Design multi_sync_debounce_flat, sky130hd; sources not shown.
PDN straps and rails:
The bar under the picture is 20 µm long. Pins as bars on the die edge.
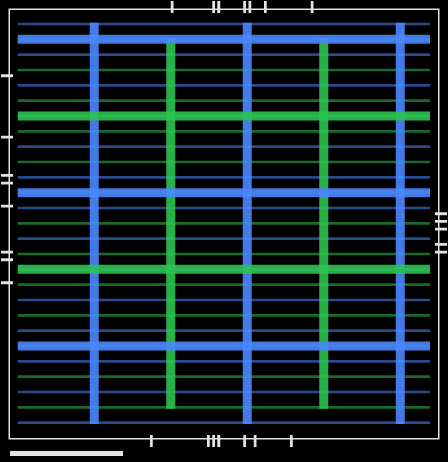
[VDD] green
[VSS] blue
met4 straps: 5
rows: 26
met5 straps: 5
maximum vdd drop: 439.2 µV
Die H: 75.93 µm
Die Wd: 75.93 µm
core area: 5172 µm²

Congestion heat map:
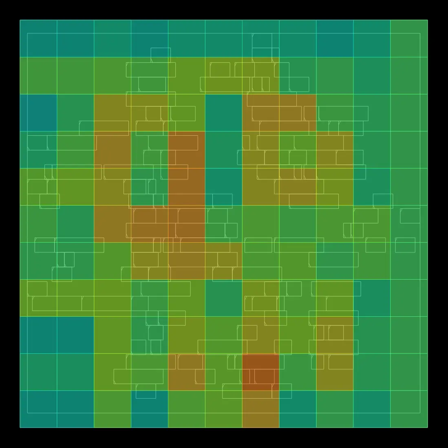
M2 GR Usage: 0.1391
met3 usage: 0.04458
busiest grt layer: met2

Cell classes on the final placement:
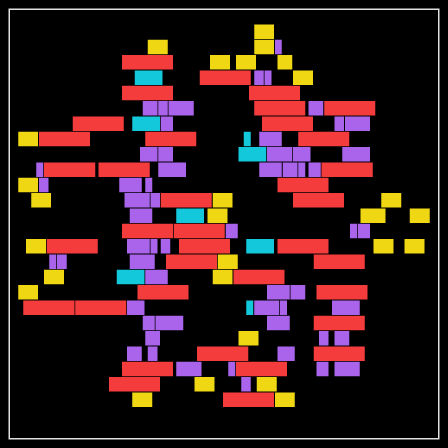
[combinational and other logic] purple | cells: 58
[clock drivers and dummy loads] cyan | cells: 8
[flops] red | cells: 36
[other buffers and delay cells] yellow | cells: 27
Final Instance Area: 1814 µm²
std cell rows: 26

==> impl_metrics.tcl <==
# place-and-route summary
set metrics [dict create \
    critPathKind "reg2out" \
    fp_util 0.2642 \
    grt_pass1_vias 798 \
    numCtsBuffers 5 \
    grt.total_usage 0.08808 \
    r2r_setup_slack_ns 0.58 \
    ys_warn_count 0 \
    port_buffers 26 \
    cp-end-kind "output port" \
    hold_depth 0 \
    cp_slowest_cell "clkdlybuf4s50_1" \
    clk-insertion-delay-late_ns 0.28 \
    clkSlewWorstSetupHoldPaths_ns 0.07 \
    diodes 0 \
    clock.fmax_ghz 0.5835 \
    cts_tree "built" \
    enable_flop_cells 0 \
    drtAntennaViolNets 0 \
    tool_warnings 26 \
    rr_worst_depth 5 \
    drive_gt1_frac 0.1473 \
    topCellsByArea "dfrtp_1, ha_1, mux2_2" \
    drt_pre_antenna_iters 3 \
    crit_chain "clkdlybuf4s50_1" \
    hpwl_mm 1.613 \
    status "completed" \
    syn_nets 112 \
    fin_cells 199 \
    fin_setup_tns_ns 0 \
    cts_sinks 36 \
    netlist_instances 94 \
    chipArea_um2 5765 \
    critPathMaxStageDelay_ns 0.70 \
    synth_stat.cells 94 \
    finalHoldViolCount 0 \
    hp-class "reg2reg" \
    netlist_area_um2 1366 \
    routed_wl_mm 2.184 \
    cts_resized 0 \
    largest_reg_flops 12 \
    grt_max_degree 37 \
    postSynthAreaPerCell_um2 14.54 \
    max_slew_margin 0.7027 \
    h-tree-depth 2 \
    overflow 0 \
    drt-initial-drc-count 64 \
    area_growth_pct 32.78 \
    ys_chip_area_um2 1366 \
    place_congestion 0.6772 \
    placed_area_um2 1722 \
    path_max_fanout 5 \
    period_used_share 0.8161 \
    synthMostInstantiatedCell "dfrtp_1" \
    common_cells "dfrtp_1, inv_1, ha_1, mux2_2, nor3b_1" \
    clk_path_buf_depth 2 \
    post_cts_buffers 0 \
    utilization 0.3508 \
    hold_buffers 0 \
    maxCapViolCount 0 \
    path_buffers 1 \
    root_buffer "clkbuf_8" \
]
==> area by class of cell <==
type | count | area (µm²) | share of cell area
Multi-Input combinational cell | 49 | 431.7 | 0.2379
Clock buffer | 8 | 90.09 | 0.04966
Tap cell | 70 | 87.58 | 0.04828
Inverter | 9 | 33.78 | 0.01862
Timing Repair Buffer | 27 | 270.3 | 0.1490
Sequential cell | 36 | 900.9 | 0.4966
==> power breakdown <==
part	switching, µW	internal [µW]
clock network	225	267
registers	123	878
logic	520	462
total	868	1610
==> cells in the final DEF, fill, tap and decap left out, drive strengths merged <==
master	n
buf	1
clkbuf	8
clkdlybuf4s50	25
dfrtp	36
dlymetal6s2s	1
ha	8
inv	9
mux2	8
nand2	1
nand2b	2
nor2b	6
nor3	6
nor3b	8
nor4	2
o21ai	4
xnor2	4
==> stage by stage <==
step,total power (µW),hold slack [ns],setup slack (ns)
after floorplan,1628,0.3312,0.6559
after global placement,1994,0.3338,0.3785
after detailed placement,2032,0.3347,0.3782
after CTS,2527,0.3506,0.06310
after global routing,2675,0.3587,0.3072
final,2476,0.3488,0.3863
==> metal layers <==
layer,wire (µm),GRT usage,share of wire,up-vias
li1,-,-,-,381
met1,906,0.09692,0.41,403
met2,1117,0.1391,0.51,18
met3,136,0.04458,0.062,2
met4,23,0.04615,0.011,0
met5,0,0,0,-
==> kinds of logic after synthesis <==
| logic type | share of synthesized area |
|---|---|
| flops | 0.6593 |
| simple gates | 0.1364 |
| buf+inv | 0.02472 |
| mux | 0.06594 |
| fa+ha+maj | 0.07326 |
| compound gates | 0.01465 |
| xor+xnor | 0.02564 |
Power is estimated from default activity; no workload was simulated.
